### src/rtl/full_light_pkg.sv
// Shared types and widths for the parking-lot occupancy controller.
package full_light_pkg;

  typedef enum logic [1:0] {
    IDLE    = 2'd0,
    ALARM   = 2'd1,
    HOLDOFF = 2'd2
  } alarm_state_t;

  localparam int TIMER_W  = 8;
  localparam int REJECT_W = 16;

endpackage

### src/rtl/edge_sync.sv
// Two-flop synchroniser plus previous-value flop with registered rising-edge output.
// All chain flops reset to 1 so a level already high at reset release gives no edge.
module edge_sync (
  input  logic clk,
  input  logic rst_n,
  input  logic sig_in,
  output logic rise
);

  logic sync1_q, sync1_d;
  logic sync2_q, sync2_d;
  logic prev_q, prev_d;
  logic rise_q, rise_d;

  always_comb begin
    sync1_d = sig_in;
    sync2_d = sync1_q;
    prev_d  = sync2_q;
    rise_d  = sync2_q & ~prev_q;
  end

  always_ff @(posedge clk or negedge rst_n) begin
    if (!rst_n) begin
      sync1_q <= 1'b1;
      sync2_q <= 1'b1;
      prev_q  <= 1'b1;
      rise_q  <= 1'b0;
    end else begin
      sync1_q <= sync1_d;
      sync2_q <= sync2_d;
      prev_q  <= prev_d;
      rise_q  <= rise_d;
    end
  end

  assign rise = rise_q;

endmodule

### src/rtl/full_light_ctrl.sv
// Occupancy counter with saturating reject counter and a stretched,
// hold-off-guarded full-light pulse raised when a car arrives at a full lot.
module full_light_ctrl
  import full_light_pkg::*;
#(
  parameter  int CAPACITY    = 15,
  parameter  int PULSE_LEN   = 4,
  parameter  int HOLDOFF_LEN = 2,
  localparam int COUNT_W     = $clog2(CAPACITY + 1)
) (
  input  logic                clk,
  input  logic                rst_n,
  input  logic                enter_sensor,
  input  logic                exit_sensor,
  input  logic                clr_reject,
  output logic [COUNT_W-1:0]  count,
  output logic                full,
  output logic                empty,
  output logic                full_pulse,
  output logic [REJECT_W-1:0] reject_cnt,
  output alarm_state_t        dbg_state
);

  localparam logic [TIMER_W-1:0] PULSE_RELOAD = TIMER_W'(PULSE_LEN - 1);
  localparam logic [TIMER_W-1:0] HOLD_RELOAD  =
    TIMER_W'((HOLDOFF_LEN == 0) ? 0 : HOLDOFF_LEN - 1);

  logic enter_rise, exit_rise;

  edge_sync u_enter_sync (
    .clk    (clk),
    .rst_n  (rst_n),
    .sig_in (enter_sensor),
    .rise   (enter_rise)
  );

  edge_sync u_exit_sync (
    .clk    (clk),
    .rst_n  (rst_n),
    .sig_in (exit_sensor),
    .rise   (exit_rise)
  );

  logic [COUNT_W-1:0]  count_q, count_d;
  logic                full_q, full_d;
  logic                empty_q, empty_d;
  logic [REJECT_W-1:0] reject_q, reject_d;
  alarm_state_t        state_q, state_d;
  logic [TIMER_W-1:0]  timer_q, timer_d;
  logic                do_reject;

  // Simultaneous enter and exit edges cancel: no count change, no rejection.
  always_comb begin
    count_d   = count_q;
    do_reject = 1'b0;
    if (enter_rise && !exit_rise) begin
      if (!full_q) count_d = count_q + COUNT_W'(1);
      else         do_reject = 1'b1;
    end else if (exit_rise && !enter_rise && !empty_q) begin
      count_d = count_q - COUNT_W'(1);
    end
    full_d  = (count_d == COUNT_W'(CAPACITY));
    empty_d = (count_d == '0);
  end

  always_comb begin
    reject_d = reject_q;
    if (clr_reject)                        reject_d = '0;
    else if (do_reject && reject_q != '1)  reject_d = reject_q + REJECT_W'(1);
  end

  // A rejection during ALARM reloads the timer; during HOLDOFF it is only counted.
  always_comb begin
    state_d = state_q;
    timer_d = timer_q;
    case (state_q)
      IDLE: begin
        if (do_reject) begin
          state_d = ALARM;
          timer_d = PULSE_RELOAD;
        end
      end
      ALARM: begin
        if (do_reject) begin
          timer_d = PULSE_RELOAD;
        end else if (timer_q == '0) begin
          if (HOLDOFF_LEN == 0) begin
            state_d = IDLE;
            timer_d = '0;
          end else begin
            state_d = HOLDOFF;
            timer_d = HOLD_RELOAD;
          end
        end else begin
          timer_d = timer_q - TIMER_W'(1);
        end
      end
      HOLDOFF: begin
        if (timer_q == '0) state_d = IDLE;
        else               timer_d = timer_q - TIMER_W'(1);
      end
      default: begin
        state_d = IDLE;
        timer_d = '0;
      end
    endcase
  end

  always_ff @(posedge clk or negedge rst_n) begin
    if (!rst_n) begin
      count_q  <= '0;
      full_q   <= 1'b0;
      empty_q  <= 1'b1;
      reject_q <= '0;
      state_q  <= IDLE;
      timer_q  <= '0;
    end else begin
      count_q  <= count_d;
      full_q   <= full_d;
      empty_q  <= empty_d;
      reject_q <= reject_d;
      state_q  <= state_d;
      timer_q  <= timer_d;
    end
  end

  assign count      = count_q;
  assign full       = full_q;
  assign empty      = empty_q;
  assign full_pulse = (state_q == ALARM);
  assign reject_cnt = reject_q;
  assign dbg_state  = state_q;

endmodule
### config.mk
export PLATFORM = sky130hd
export DESIGN_NAME = full_light_ctrl
export DESIGN_NICKNAME = d
export VERILOG_FILES = /design/src/rtl/full_light_pkg.sv /design/src/rtl/edge_sync.sv /design/src/rtl/full_light_ctrl.sv
export SDC_FILE = /design/constraint.sdc
export NUM_CORES = 1
export LEC_CHECK = 0
export CELL_PAD_IN_SITES_DETAIL_PLACEMENT = 1
export CELL_PAD_IN_SITES_GLOBAL_PLACEMENT = 2
export CORE_MARGIN = 4
export CORE_UTILIZATION = 37
export DETAILED_ROUTE_END_ITERATION = 6
export PLACE_DENSITY_LB_ADDON = 0.1
export SLEW_MARGIN = 30
export SYNTH_ARGS = -nofsm -noshare
export SYNTH_HDL_FRONTEND = slang
export SYNTH_HIERARCHICAL = 1
export SYNTH_SLANG_ARGS = --single-unit
### constraint.sdc
create_clock -name clk -period 5.18 [get_ports clk]
set_input_delay 1.036 -clock clk [delete_from_list [all_inputs] [get_ports clk]]
set_output_delay 1.036 -clock clk [all_outputs]
set_load 0.05 [all_outputs]
### Logic cells by family

Scale bar: 20 µm.
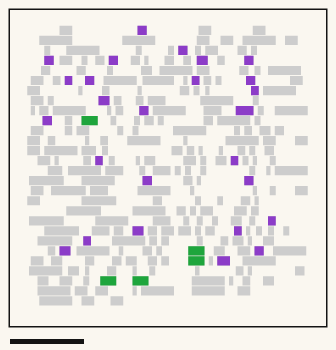
- and/or cells: purple (cells 26)
- fa/ha/maj cells: green (cells 5)
logic share of the area: 0.434
Commonest Layout Cell: dfrtp_1

### Where the registers sit

Scale bar: 20 µm.
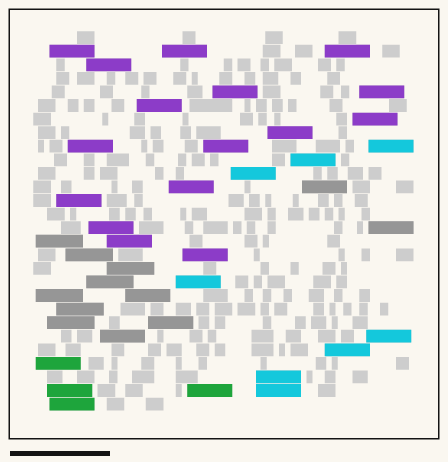
- timer_q: cyan (sequential cells 8)
- reject_cnt: purple (sequential cells 16)
- count: green (sequential cells 4; where lower left)
Seq/total area: 0.377
Storage cell area: 1010 µm²

==> results.cfg <==
; flow metrics
[worst_setup_path]
reg2reg_depth = 5
r2r_setup_slack_ns = 2.78
critPathLaunchType = register
crit_buf_inv = 2
crit_chain = inv_1 > nor2_1 > clkdlybuf4s50_1
path_class = register to output pin
cp_max_fo = 14
cp_slowest_cell = clkdlybuf4s50_1
r2r-end = reject_cnt[0]

[timing]
fin_skew_ns = 0.00349
setup_violations = 0
post-route-min-period_ns = 3.17
slew_violations = 0
hold_viol_final = 0
maxSlewHeadroom = 0.404
tightest_slew_ns = 0.882

[hold_path]
hp-class = register to register

[finish]
area_growth_pct = 19.7
final.clkbuf_count = 5
seq_cells = 40
n_all_buffers = 29

[clocking]
post_cts_buffers = 0
cts_max_level = 2
cts-root-buf = clkbuf_8
cts_resized = 0

[logic_synthesis]
synth.distinct_cells = 51
synth-edff-count = 0
synth_top_cell_by_area = dfrtp_1
avgSynthCellArea_um2 = 9.82
ys_ff = 40
synth_cells = 228

[die]
dieHeight_um = 85.8
rows = 28
initCoreUtil = 0.380
fp.dieW_um = 85.8

[global_routing]
grt_pass1_vias = 1850
grt_use_met2 = 0.247

[placed_design]
dp_cells = 324

[pwr]
p_comb_mw = 0.379

[outcome]
outcome = finished, final reports clean

[drt]
num_vias = 1933
vias_per_cell = 5.82
### A small window of the routed layout

Scale bar: 5 µm. Region (33, 50) to (53, 70) µm. Cells in grey, sequential cells in the stronger grey; small squares are vias.
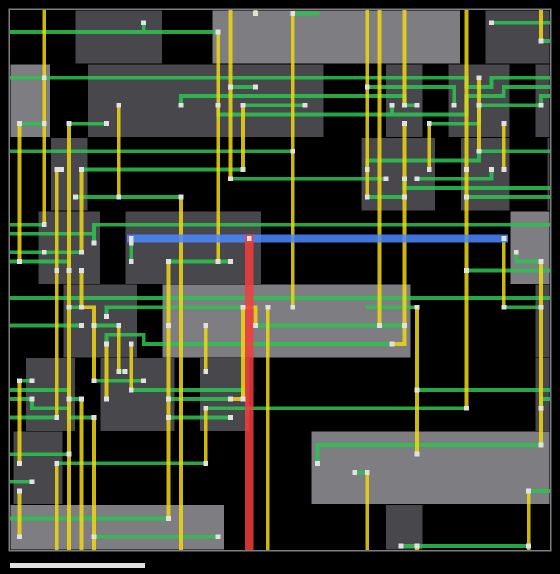
- metal 1: green
- metal 2: yellow
- metal 3: blue
- metal 4: red
- sequential cells in the window: 4
- most frequent: dfrtp_1 (4), a21oi_1 (3)
- cells with their middle in the window: 20
- netlist names of flops here include: reject_cnt (3), timer_q (1)

[worst reg2reg max path: cells and delay by family, from the launching register on]
family	cells	cell delay [ns]
DFF	1	0.50
adders and majority gates	1	0.33
muxes	1	0.32
AOI/OAI and AO/OA	1	0.26
and+or+nand+nor	1	0.76
buffers and inverters	1	0.14
[cells by family (layout without fill, tap and decap cells)]
| family | Yosys count | count (layout) |
|---|---|---|
| xor+xnor | 3 | 3 |
| compound gates | 67 | 67 |
| flops | 40 | 40 |
| fa+ha+maj | 5 | 5 |
| simple gates | 89 | 89 |
| buf+inv | 17 | 46 |
| mux | 7 | 7 |
[metal layers]
layer	part of all wire	wire (µm)
met5	0	0
met4	0.017	97
met3	0.029	163
met2	0.46	2560
met1	0.49	2730
[cell usage in the layout (no fill, tap or decap), types with 3 or more instances in the layout]
master	instances
a22oi_1	4
or3_1	4
and4_1	3
inv_1	9
nand3_1	5
or4_1	11
nor2_1	10
clkdlybuf4s50_1	28
nand4_1	9
nand2_1	10
nor2b_1	4
o21ai_0	11
dfrtp_1	33
ha_1	5
dfstp_2	7
nand2b_1	8
nor3_1	7
o31ai_1	11
clkbuf_8	5
xnor2_1	3
and3_1	3
a21oi_1	24
mux2i_1	5
[state kept, by name, summed over array words and instances (netlist names)]
name	cells
u_enter_sync/prev_d	1
full	1
u_exit_sync/prev_q	1
count	4
dbg_state	2
u_enter_sync/rise	1
empty	1
u_enter_sync/prev_q	1
u_enter_sync/sync1_q	1
timer_q	8
u_exit_sync/rise	1
reject_cnt	16
u_exit_sync/sync1_q	1
u_exit_sync/prev_d	1
